**src/rtl/start_seq_ctrl_pkg.sv**
```systemverilog
// Shared types for the starting-line controller: the FSM state enumeration.
// Widths are derived from module parameters, so the package carries no localparams.
package start_seq_pkg;

  typedef enum logic [2:0] {
    IDLE  = 3'd0,
    LEDS  = 3'd1,
    DELAY = 3'd2,
    GO    = 3'd3,
    FAULT = 3'd4
  } ty_START_STATE;

endpackage

```
**src/rtl/start_seq_ctrl_if.sv**
```systemverilog
// Control/status bundle between the starting-line controller and its environment.
// "master" drives the requests (timebase, buttons, delay); "slave" is the controller.
interface start_seq_ctrl_if #(
  parameter int NUM_LEDS = 10,
  parameter int DELAY_W  = 10,
  parameter int REACT_W  = 16
);

  logic                i_tick;
  logic                i_trigger;
  logic                i_abort;
  logic                i_react;
  logic [DELAY_W-1:0]  i_delay;
  logic                o_enPRBS;
  logic [NUM_LEDS-1:0] o_leds;
  logic                o_go;
  logic                o_falseStart;
  logic                o_reactValid;
  logic [REACT_W-1:0]  o_reactTicks;

  modport master (
    output i_tick, i_trigger, i_abort, i_react, i_delay,
    input  o_enPRBS, o_leds, o_go, o_falseStart, o_reactValid, o_reactTicks
  );

  modport slave (
    input  i_tick, i_trigger, i_abort, i_react, i_delay,
    output o_enPRBS, o_leds, o_go, o_falseStart, o_reactValid, o_reactTicks
  );

endinterface

```
**src/rtl/start_seq_ctrl_led_sequencer.sv**
```systemverilog
// Light-tree shift register: each step lights one more LED from bit 0 upward,
// and o_allOn flags that the whole tree is lit (further steps are ignored).
module led_sequencer #(
  parameter int NUM_LEDS = 10
) (
  input  logic                i_clk,
  input  logic                i_arst,
  input  logic                i_clear,
  input  logic                i_step,
  output logic [NUM_LEDS-1:0] o_leds,
  output logic                o_allOn
);

  localparam int CNT_W = $clog2(NUM_LEDS + 1);

  logic [CNT_W-1:0] led_cnt;

  assign o_allOn = (led_cnt == CNT_W'(NUM_LEDS));

  // NOTE: sequential state uses non-blocking assignments so every flop samples pre-edge values.
  always_ff @(posedge i_clk) begin
    if (i_arst || i_clear) begin
      o_leds  <= '0;
      led_cnt <= '0;
    end else if (i_step && !o_allOn) begin
      o_leds  <= {o_leds[NUM_LEDS-2:0], 1'b1};
      led_cnt <= led_cnt + CNT_W'(1);
    end
  end

endmodule

```
**src/rtl/start_seq_ctrl.sv**
```systemverilog
// Starting-line controller: LED countdown, random hold, GO and reaction timing.
// Optional build macro START_SEQ_FLASH_EN makes the LEDs flash on a false start.
module start_seq_ctrl
  import start_seq_pkg::*;
#(
  parameter int NUM_LEDS = 10,
  parameter int DELAY_W  = 10,
  parameter int REACT_W  = 16
) (
  input  logic              i_clk,
  input  logic              i_arst,
  start_seq_ctrl_if.slave   bus
);

  // Last count before the counter would saturate at all-ones.
  localparam logic [REACT_W-1:0] REACT_LAST = ~REACT_W'(1);

  ty_START_STATE       state;
  logic [DELAY_W-1:0]  delay_q;
  logic [REACT_W-1:0]  react_cnt;
  logic [REACT_W-1:0]  react_ticks;
  logic                react_valid;

  logic [NUM_LEDS-1:0] seq_leds;
  logic                seq_all_on;
  logic                seq_clear;
  logic                seq_step;
  logic [NUM_LEDS-1:0] fault_leds;
  logic [NUM_LEDS-1:0] leds;

  // The tree only holds a pattern while counting down; everywhere else it is kept empty
  // so that a fresh LEDS entry always starts from zero lit LEDs.
  assign seq_clear = !((state == LEDS) || (state == DELAY));
  assign seq_step  = (state == LEDS) && bus.i_tick && !bus.i_react && !bus.i_abort;

  led_sequencer #(.NUM_LEDS(NUM_LEDS)) u_led_sequencer (
    .i_clk   (i_clk),
    .i_arst  (i_arst),
    .i_clear (seq_clear),
    .i_step  (seq_step),
    .o_leds  (seq_leds),
    .o_allOn (seq_all_on)
  );

  always_ff @(posedge i_clk) begin
    if (i_arst) begin
      state       <= IDLE;
      delay_q     <= '0;
      react_cnt   <= '0;
      react_ticks <= '0;
      react_valid <= 1'b0;
    end else begin
      react_valid <= 1'b0;
      if (bus.i_abort) begin
        state <= IDLE;
      end else begin
        case (state)
          IDLE: begin
            if (bus.i_trigger) begin
              state   <= LEDS;
              delay_q <= bus.i_delay;
            end
          end
          LEDS: begin
            if (bus.i_react)     state <= FAULT;
            else if (seq_all_on) state <= DELAY;
          end
          DELAY: begin
            if (bus.i_react) begin
              state <= FAULT;
            end else if (bus.i_tick) begin
              if (delay_q == '0) begin
                state     <= GO;
                react_cnt <= '0;
              end else begin
                delay_q <= delay_q - DELAY_W'(1);
              end
            end
          end
          GO: begin
            // A press in the same cycle as a tick reports the count before that tick.
            if (bus.i_react) begin
              state       <= IDLE;
              react_ticks <= react_cnt;
              react_valid <= 1'b1;
            end else if (bus.i_tick) begin
              if (react_cnt == REACT_LAST) begin
                state       <= IDLE;
                react_ticks <= '1;
                react_valid <= 1'b1;
              end else begin
                react_cnt <= react_cnt + REACT_W'(1);
              end
            end
          end
          FAULT: begin
            if (bus.i_trigger) state <= IDLE;
          end
          // NOTE: unused encodings recover to IDLE instead of locking up.
          default: state <= IDLE;
        endcase
      end
    end
  end

`ifdef START_SEQ_FLASH_EN
  logic fault_on;

  // Lit on FAULT entry, then toggled by each tick while the fault is shown.
  always_ff @(posedge i_clk) begin
    if (i_arst || (state != FAULT)) fault_on <= 1'b1;
    else if (bus.i_tick)            fault_on <= ~fault_on;
  end

  assign fault_leds = {NUM_LEDS{fault_on}};
`else
  assign fault_leds = '1;
`endif

  // LED drive is a state-selected choice between registered patterns.
  always_comb begin
    // NOTE: default first so no path through the case leaves leds unassigned (no latch).
    leds = '0;
    case (state)
      LEDS, DELAY: leds = seq_leds;
      FAULT:       leds = fault_leds;
      default:     leds = '0;
    endcase
  end

  assign bus.o_leds       = leds;
  assign bus.o_enPRBS     = (state == IDLE);
  assign bus.o_go         = (state == GO);
  assign bus.o_falseStart = (state == FAULT);
  assign bus.o_reactValid = react_valid;
  assign bus.o_reactTicks = react_ticks;

endmodule

```
**src/flat_wrapper.sv**
```systemverilog
// flat-port wrapper written by rule: the top's interface ports become plain ports
module start_seq_ctrl_flat import start_seq_pkg::*;
#(
  parameter int NUM_LEDS = 10,
  parameter int DELAY_W  = 10,
  parameter int REACT_W  = 16
)
  (i_clk, i_arst, bus_i_tick, bus_i_trigger, bus_i_abort, bus_i_react, bus_i_delay, bus_o_enPRBS, bus_o_leds, bus_o_go, bus_o_falseStart, bus_o_reactValid, bus_o_reactTicks);
  start_seq_ctrl_if #(.NUM_LEDS(NUM_LEDS), .DELAY_W(DELAY_W), .REACT_W(REACT_W)) bus_i ();
  input  logic i_clk;
  input  logic i_arst;
  input wire logic [$bits(bus_i.i_tick)-1:0] bus_i_tick;
  input wire logic [$bits(bus_i.i_trigger)-1:0] bus_i_trigger;
  input wire logic [$bits(bus_i.i_abort)-1:0] bus_i_abort;
  input wire logic [$bits(bus_i.i_react)-1:0] bus_i_react;
  input wire logic [$bits(bus_i.i_delay)-1:0] bus_i_delay;
  output wire logic [$bits(bus_i.o_enPRBS)-1:0] bus_o_enPRBS;
  output wire logic [$bits(bus_i.o_leds)-1:0] bus_o_leds;
  output wire logic [$bits(bus_i.o_go)-1:0] bus_o_go;
  output wire logic [$bits(bus_i.o_falseStart)-1:0] bus_o_falseStart;
  output wire logic [$bits(bus_i.o_reactValid)-1:0] bus_o_reactValid;
  output wire logic [$bits(bus_i.o_reactTicks)-1:0] bus_o_reactTicks;
  assign bus_i.i_tick = bus_i_tick;
  assign bus_i.i_trigger = bus_i_trigger;
  assign bus_i.i_abort = bus_i_abort;
  assign bus_i.i_react = bus_i_react;
  assign bus_i.i_delay = bus_i_delay;
  assign bus_o_enPRBS = bus_i.o_enPRBS;
  assign bus_o_leds = bus_i.o_leds;
  assign bus_o_go = bus_i.o_go;
  assign bus_o_falseStart = bus_i.o_falseStart;
  assign bus_o_reactValid = bus_i.o_reactValid;
  assign bus_o_reactTicks = bus_i.o_reactTicks;
  start_seq_ctrl #(.NUM_LEDS(NUM_LEDS), .DELAY_W(DELAY_W), .REACT_W(REACT_W)) u_core (.i_clk(i_clk), .i_arst(i_arst), .bus(bus_i));
endmodule
```
**config.mk**
```make
export PLATFORM = sky130hd
export DESIGN_NAME = start_seq_ctrl_flat
export DESIGN_NICKNAME = d
export VERILOG_FILES = /design/src/rtl/start_seq_ctrl_pkg.sv /design/src/rtl/start_seq_ctrl_if.sv /design/src/rtl/start_seq_ctrl_led_sequencer.sv /design/src/rtl/start_seq_ctrl.sv /design/src/flat_wrapper.sv
export SDC_FILE = /design/constraint.sdc
export NUM_CORES = 1
export LEC_CHECK = 0
export CAP_MARGIN = 30
export CELL_PAD_IN_SITES_DETAIL_PLACEMENT = 1
export CELL_PAD_IN_SITES_GLOBAL_PLACEMENT = 1
export CORE_MARGIN = 2
export CORE_UTILIZATION = 25
export DETAILED_ROUTE_END_ITERATION = 6
export HOLD_SLACK_MARGIN = 0.03
export PLACE_DENSITY = 0.59
export RECOVER_POWER = 25
export SETUP_SLACK_MARGIN = 0.3
export SLEW_MARGIN = 5
export SYNTH_ARGS = -nofsm -noshare
export SYNTH_HDL_FRONTEND = slang
export SYNTH_SLANG_ARGS = --single-unit
```
**constraint.sdc**
```tcl
create_clock -name i_clk -period 4.1 [get_ports i_clk]
set_input_delay 0.41 -clock i_clk [delete_from_list [all_inputs] [get_ports i_clk]]
set_output_delay 0.41 -clock i_clk [all_outputs]
set_load 0.02 [all_outputs]
```
Figure 1. Selected gate families (run 1).
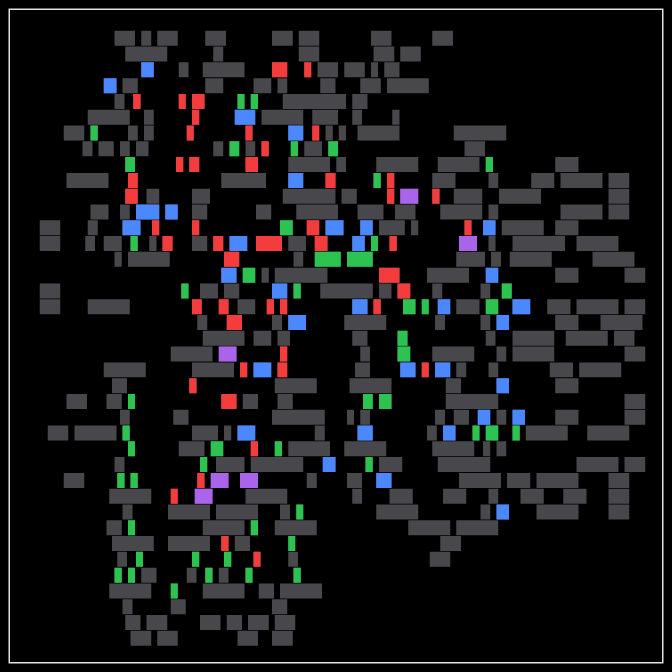
legend:
  and/or cells:
    color: blue
    cells: 33
    most_used: or3_1
  nor cells:
    color: red
    cells: 48
    most_used: nor2_1
  nand cells:
    color: green
    cells: 50
    most_used: nand2_1
  xor and xnor cells:
    color: purple
    cells: 6
    most_used: xnor2_1
fraction of area in multi-input gates: 41.6%
Finished Layout Cells: 527
most numerous logic cell after layout: dfxtp_1

Figure 2. Where the registers sit (run 1).
The bar under the picture is 20 µm long.
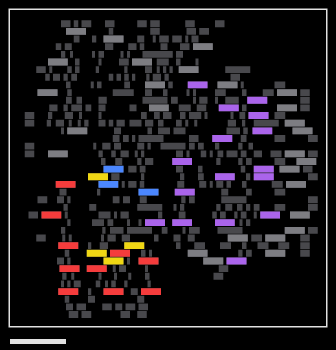
legend:
  u_core.u_led_sequencer.led_cnt:
    color: yellow
    placed_flops: 4
  u_core.state:
    color: blue
    placed_flops: 3
  u_core.react_cnt:
    color: purple
    placed_flops: 16
  u_core.u_led_sequencer.o_leds:
    color: red
    placed_flops: 10
    where: south-west
not colored: 27

==> metrics.csv, run 1 <==
stage,metric,value,unit
clock_tree,cts.clk_slew.worst_paths,0.05,ns
synth,synth_adder_area_share,2.13,%
clock_tree,cts_resized,0,
critical_path,slowest_stage,nor2_1,
critical_path,cp_top_family,simple AND/OR/NAND/NOR gates,
global_route,grt_usage,13.4,%
synth,ys_cells,343,
job,cap_violations,0,
synth,ys_types,51,
critical_path,cp.arrival,2.52,ns
final_timing,tightest_slew,0.791,ns
power,power_switching,357,µW
critical_path,reg2reg_to,u_core.react_cnt[14],
critical_path,worstReg2RegStart,u_core.delay_q[1],
placed_design,placedInstanceArea,3490,µm²
synth,top_cell,dfxtp_1,
clock_tree,cts_buffer_depth,2,
synth,area_leaders,"dfxtp_1 (41%), a21oi_1 (6.5%), o221a_2 (5.4%)",
final_timing,finalMaxSlewViolations,0,
synth,common_cells,"dfxtp_1 (60), a21oi_1 (38), nand2_1 (34)",
critical_path,critPathLaunchType,flip-flop,
final_layout,n_fill_cell,1345,
critical_path,rr_worst_depth,7,
global_route,antenna_found_initial,0,
final_layout,sh_seq_area,31.6,%
detailed_routing,top_layer,met4,
status,status,"finished, final reports clean",
power,p_seq_share,39.7,%
final_layout,combGateArea,1580,µm²
min_path,hold_path.class,reg2reg,
floorplanning,die_h,112,µm
final_layout,drive_gt1_share,11.5,%
detailed_routing,met1_length,4030,µm
critical_path,crit_type,reg2out,
critical_path,endpoint,bus_o_leds[8],
synth,syn_nets,364,
power,clkPwrFrac,52.5,%
final_timing,finalCriticalPeriod,2.93,ns
placed_design,place.gp.congestion,0.769,
final_layout,inv_count,12,
final_layout,bufAreaShareNonClock,12.7,%
power,powerSeq,600,µW
synth,syn_inst,343,
final_timing,setup_ws,1.17,ns
detailed_routing,viasPerCell,5.17,
clock_tree,h-tree-depth,3,
synth,mux_area_share,0.341,%
min_path,min_to,u_core.u_led_sequencer.o_leds[9],
final_layout,buffers,49,
power,ir_worst_vdd,0.227,mV
global_route,grt_pass1_wl,13700,µm
critical_path,end_kind,output pin,
critical_path,crit_required,3.69,ns
placed_design,dp_hpwl,5680,µm
floorplanning,die_width,112,µm
power,total_power,1.51,mW
final_timing,whs,0.463,ns
global_route,busiest_layer,met2,
clock_tree,cts-buffers-inserted,9,
power,swShare,23.6,%
final_layout,most-common-layout-cells,"dfxtp_1 (60), a21oi_1 (38), nand2_1 (34)",
critical_path,cp_cell_sequence,xnor2_1 > nor2_1 > a21o_1 > clkdlybuf4s50_1,
power,powerComb,118,µW
final_timing,fin_tns_setup,0,ns
synth,synth.top_cell.area_share,41.0,%
synth,ys_top_logic_family,AND-OR/OR-AND gates,
synth,ys.flops,60,
power,clock_power,794,µW
Figure 3. Routing congestion map (run 1).
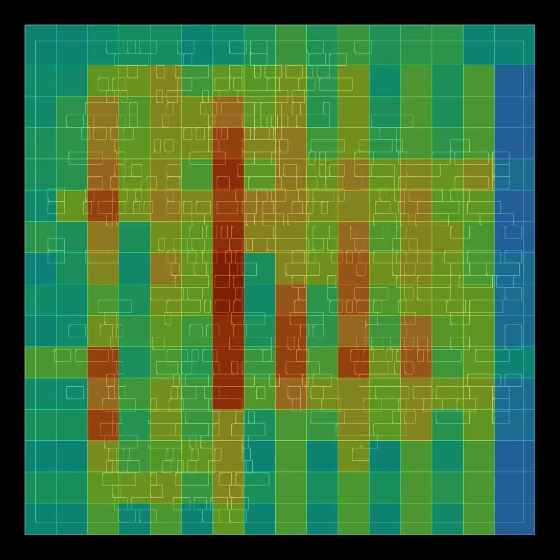
GR met2 Demand/Resource: 22.0%
final core occ: 33.3%
met1 usage: 17.6%

Figure 4. Placement by cell class (run 1).
The bar under the picture is 20 µm long.
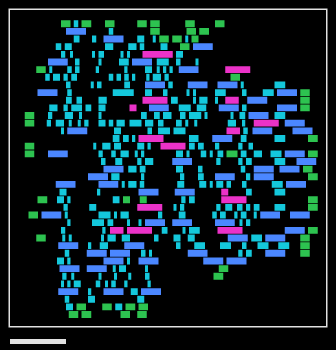
legend:
  clock drivers and dummy loads:
    color: magenta
    cells: 15
  remaining logic cells:
    color: cyan
    cells: 260
  registers:
    color: blue
    cells: 60
  remaining buffers and delay cells:
    color: green
    cells: 49

==> run 2, diff against run 1 <==
Clock period 4.1 ns to 2.9 ns, I/O delays scaled along.
Figure 5. Selected gate families (run 2).
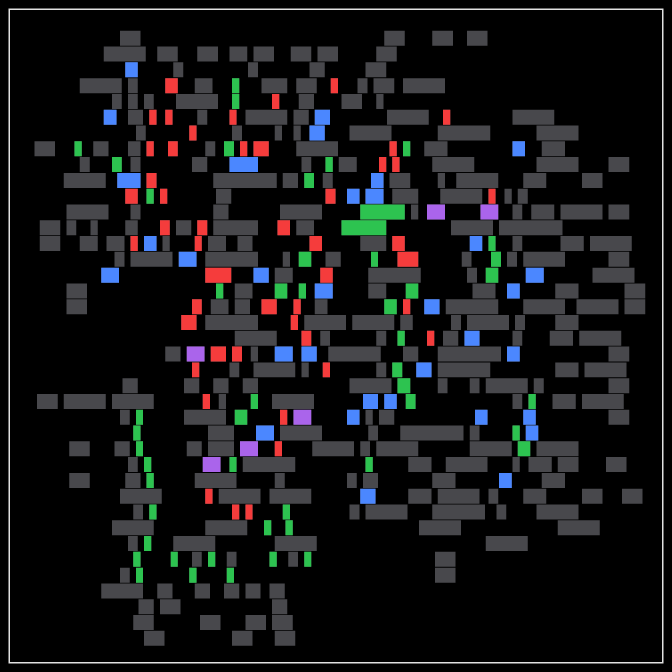
legend:
  and/or cells:
    color: blue
    cells: 33
    most_used: or3_1
  xor and xnor cells:
    color: purple
    cells: 6
    most_used: xnor2_1
  nand cells:
    color: green
    cells: 50
    most_used: nand2_1
  nor cells:
    color: red
    cells: 48
    most_used: nor2_1
fraction of area in multi-input gates: 40.9%
Finished Layout Cells: 534

Figure 6. Placement by cell class (run 2).
The bar under the picture is 20 µm long.
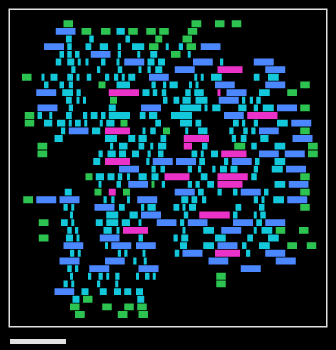
legend:
  remaining logic cells:
    color: cyan
    cells: 260
  remaining buffers and delay cells:
    color: green
    cells: 55
  clock drivers and dummy loads:
    color: magenta
    cells: 16
  registers:
    color: blue
    cells: 60

Figure 7. Clock wires, drivers and flops (run 2).
The bar under the picture is 20 µm long.
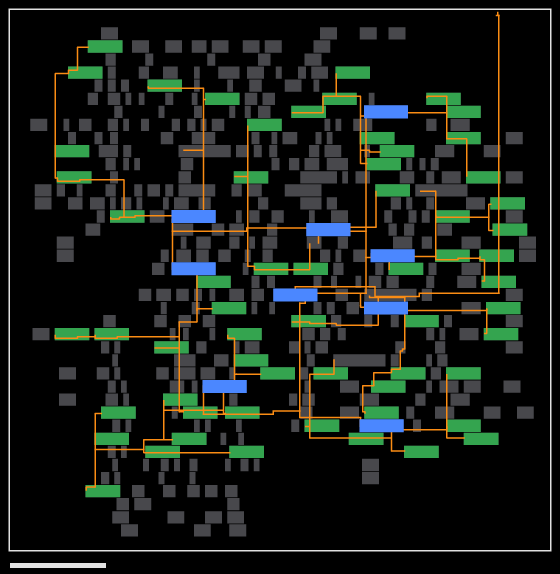
legend:
  clock-net drivers:
    color: blue
    count: 9
  clock wires:
    color: orange
    length: 962 µm
  flip-flops:
    color: green
    count: 60
routed clock nets: 10
clock share of power: 56.2%
worst skew pair latency: 0.33 ns
P_clk: 1.31 mW

==> run 2 against run 1 <==
Against the previous run:
- first-iteration DRC count increased by 31%
- flip-flop count stayed put
- synthesized cell count did not move
- power rose by 55%
- cell area grew 3.1%
- worst hold slack got worse by 0.0062 ns
- core utilization up 1.0 points
- sequential power is 42% higher
- worst setup slack got worse by 0.75 ns
- register-to-register slack got worse by 1.0 ns
- critical path type is now in2reg
- largest cell class unchanged
- largest power group unchanged
- highest routed layer unchanged
==> metrics.csv, run 2 <==
stage,metric,value,unit
power,power_switching,503,µW
global_route,grt_pass1_wl,13500,µm
global_route,grt_usage,13.4,%
global_route,grt_max_degree,21,
final_timing,finalCriticalPeriod,2.49,ns
synth,top_cell,dfxtp_1,
synth,ys_top_logic_family,AND-OR/OR-AND gates,
final_timing,tightest_slew,0.677,ns
clock_tree,cts_buffer_depth,2,
critical_path,reg2reg_to,u_core.react_cnt[15],
clock_tree,cts.clk_slew.worst_paths,0.05,ns
critical_path,cp_top_family,buffers and inverters,
synth,ys_sh_aoi,25.3,%
clock_tree,cts_hold_buf,0,
global_route,grt_overflow,0,
min_path,hold_path.class,reg2reg,
clock_tree,h-tree-depth,3,
detailed_routing,top_layer,met4,
clock_tree,cts-root-buf,clkbuf_16,
final_layout,n_fill_cell,1350,
power,powerSeq,849,µW
floorplanning,die_h,112,µm
critical_path,slowest_stage,dlygate4sd3_1,
floorplanning,rows,39,
detailed_routing,met1_length,3850,µm
critical_path,cp_cell_sequence,dlygate4sd3_1 > or3b_2 > nor3_1 > clkbuf_1 > nand4_1 > xor2_1 > nor2_1,
floorplanning,coreArea,11400,µm²
detailed_routing,wl,8250,µm
critical_path,end_kind,flip-flop,
synth,synth_adder_area_share,2.13,%
global_route,busiest_layer,met2,
power,p_seq_share,36.3,%
final_timing,fin_tns_setup,0,ns
synth,ys_types,51,
min_path,min_to,u_core.u_led_sequencer.o_leds[9],
power,powerComb,177,µW
final_layout,post-route-util,34.3,%
critical_path,crit_required,3.10,ns
final_layout,combGateArea,1600,µm²
synth,common_cells,"dfxtp_1 (60), a21oi_1 (38), nand2_1 (34)",
status,status,"finished, final reports clean",
synth,ys.flops,60,
power,ir_worst_vdd,0.237,mV
final_timing,whs,0.457,ns
synth,mux_area_share,0.341,%
global_route,met2_usage,22.7,%
synth,area_leaders,"dfxtp_1 (41%), a21oi_1 (6.5%), o221a_2 (5.4%)",
clock_tree,post-cts-setup-buffer-count,0,
final_layout,most-common-layout-cells,"dfxtp_1 (60), a21oi_1 (38), nand2_1 (34)",
synth,syn_inst,343,
synth,yosys_area,2930,µm²
placed_design,place.gp.congestion,0.756,
critical_path,endpoint,u_core.u_led_sequencer.led_cnt[3],
placed_design,dp_hpwl,5830,µm
job,warning_count,30,
synth,syn_nets,364,
synth,async_flop_share,0,%
critical_path,cp.arrival,2.69,ns
critical_path,critPathLaunchType,input pin,
critical_path,worst-path-max-fanout,15,
placed_design,placedInstanceArea,3530,µm²
final_layout,sh_seq_area,30.7,%
final_layout,inv_count,12,
final_layout,drive_gt1_share,12.8,%
floorplanning,die_width,112,µm
power,swShare,21.5,%
final_layout,mostFrequentLayoutCell,dfxtp_1,
power,total_power,2.34,mW
synth,synth.top_cell.area_share,41.0,%
final_timing,finalMaxSlewViolations,0,
clock_tree,cts_resized,0,
detailed_routing,viasPerCell,5.11,
critical_path,crit_type,in2reg,
critical_path,worstReg2RegStart,u_core.delay_q[0],
final_layout,bufAreaShareNonClock,13.4,%
==> run 3, diff against run 2 <==
Clock period 2.9 ns to 3 ns, I/O delays scaled along.
Figure 8. Selected gate families (run 3).
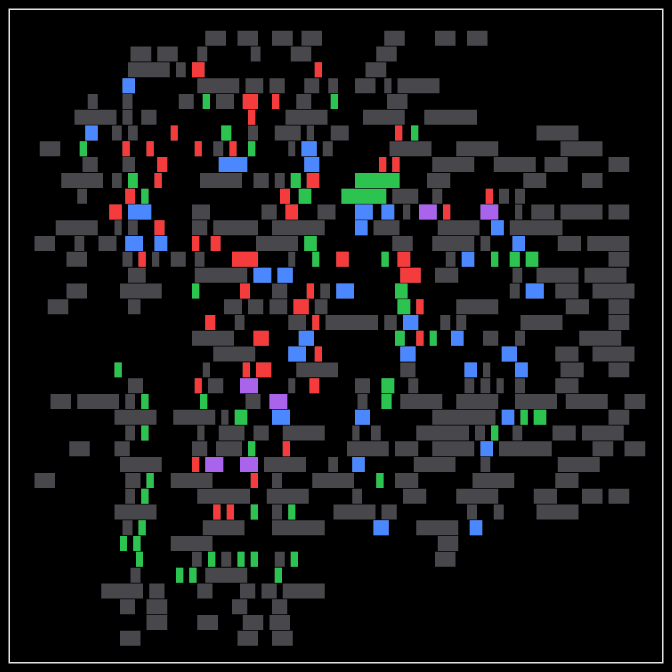
legend:
  and/or cells:
    color: blue
    cells: 33
    most_used: or3_1
  nor cells:
    color: red
    cells: 48
    most_used: nor2_1
  nand cells:
    color: green
    cells: 50
    most_used: nand2_1
  xor and xnor cells:
    color: purple
    cells: 6
    most_used: xnor2_1
Finished Layout Cells: 532
fraction of area in multi-input gates: 41.9%

Figure 9. Placement by cell class (run 3).
The bar under the picture is 20 µm long.
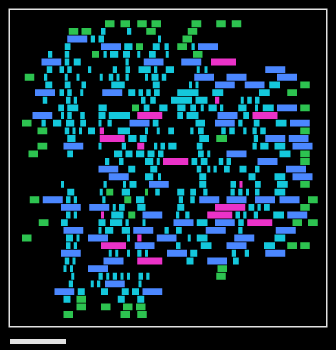
legend:
  registers:
    color: blue
    cells: 60
  remaining logic cells:
    color: cyan
    cells: 260
  remaining buffers and delay cells:
    color: green
    cells: 53
  clock drivers and dummy loads:
    color: magenta
    cells: 16

Figure 10. Clock wires, drivers and flops (run 3).
The bar under the picture is 20 µm long.
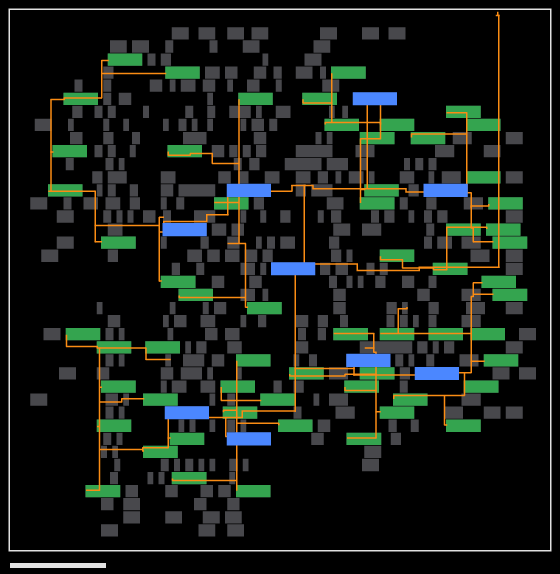
legend:
  clock-net drivers:
    color: blue
    count: 9
  flip-flops:
    color: green
    count: 60
  clock wires:
    color: orange
    length: 959 µm
routed clock nets: 10
clock share of power: 50.2%
P_clk: 1.00 mW
skew final: 0.00762 ns

==> run 3 against run 2 <==
Against the previous run:
- cell area fell by 2.4%
- die area did not move
- highest routed layer unchanged
- area after synthesis did not move
- first-iteration DRC count rose by 47%
- cell count fell by 0.37%
==> metrics.csv, run 3 <==
stage,metric,value,unit
global_route,grt_usage,13.4,%
clock_tree,clk_latency,0.33,ns
global_route,met1_usage,17.1,%
clock_tree,cts.clk_slew.worst_paths,0.05,ns
job,cap_violations,0,
power,powerComb,172,µW
min_path,min_to,u_core.u_led_sequencer.o_leds[9],
final_layout,n_fill_cell,1371,
clock_tree,h-tree-depth,3,
critical_path,cp.arrival,2.71,ns
power,powerSeq,821,µW
final_layout,post-route-util,33.5,%
detailed_routing,viasPerCell,5.12,
global_route,grt_pass1_wl,13500,µm
global_route,antenna_found_initial,0,
synth,ys_sh_aoi,25.3,%
final_timing,tightest_slew,0.673,ns
status,status,"finished, final reports clean",
synth,mux_area_share,0.341,%
final_layout,mostFrequentLayoutCell,dfxtp_1,
final_layout,sh_seq_area,31.4,%
global_route,busiest_layer,met2,
synth,async_flop_share,0,%
placed_design,place.gp.congestion,0.760,
synth,area_leaders,"dfxtp_1 (41%), a21oi_1 (6.5%), o221a_2 (5.4%)",
global_route,grt_overflow,0,
final_layout,inv_count,12,
clock_tree,post-cts-setup-buffer-count,0,
global_route,met2_usage,21.9,%
placed_design,placedInstanceArea,3520,µm²
clock_tree,cts-root-buf,clkbuf_16,
global_route,grt_max_degree,21,
clock_tree,cts_resized,0,
critical_path,endpoint,u_core.u_led_sequencer.led_cnt[3],
synth,syn_inst,343,
synth,ys_cells,343,
critical_path,reg2reg_to,u_core.react_cnt[14],
final_timing,finalCriticalPeriod,2.51,ns
final_layout,most-common-layout-cells,"dfxtp_1 (60), a21oi_1 (38), nand2_1 (34)",
synth,ys_top_logic_family,AND-OR/OR-AND gates,
floorplanning,coreArea,11400,µm²
synth,synth_adder_area_share,2.13,%
critical_path,slowest_stage,dlygate4sd3_1,
power,p_seq_share,41.2,%
job,warning_count,28,
placed_design,dp_hpwl,5770,µm
critical_path,worst-path-max-fanout,15,
synth,common_cells,"dfxtp_1 (60), a21oi_1 (38), nand2_1 (34)",
No activity file was given, so power comes from the tool's default toggle rates.
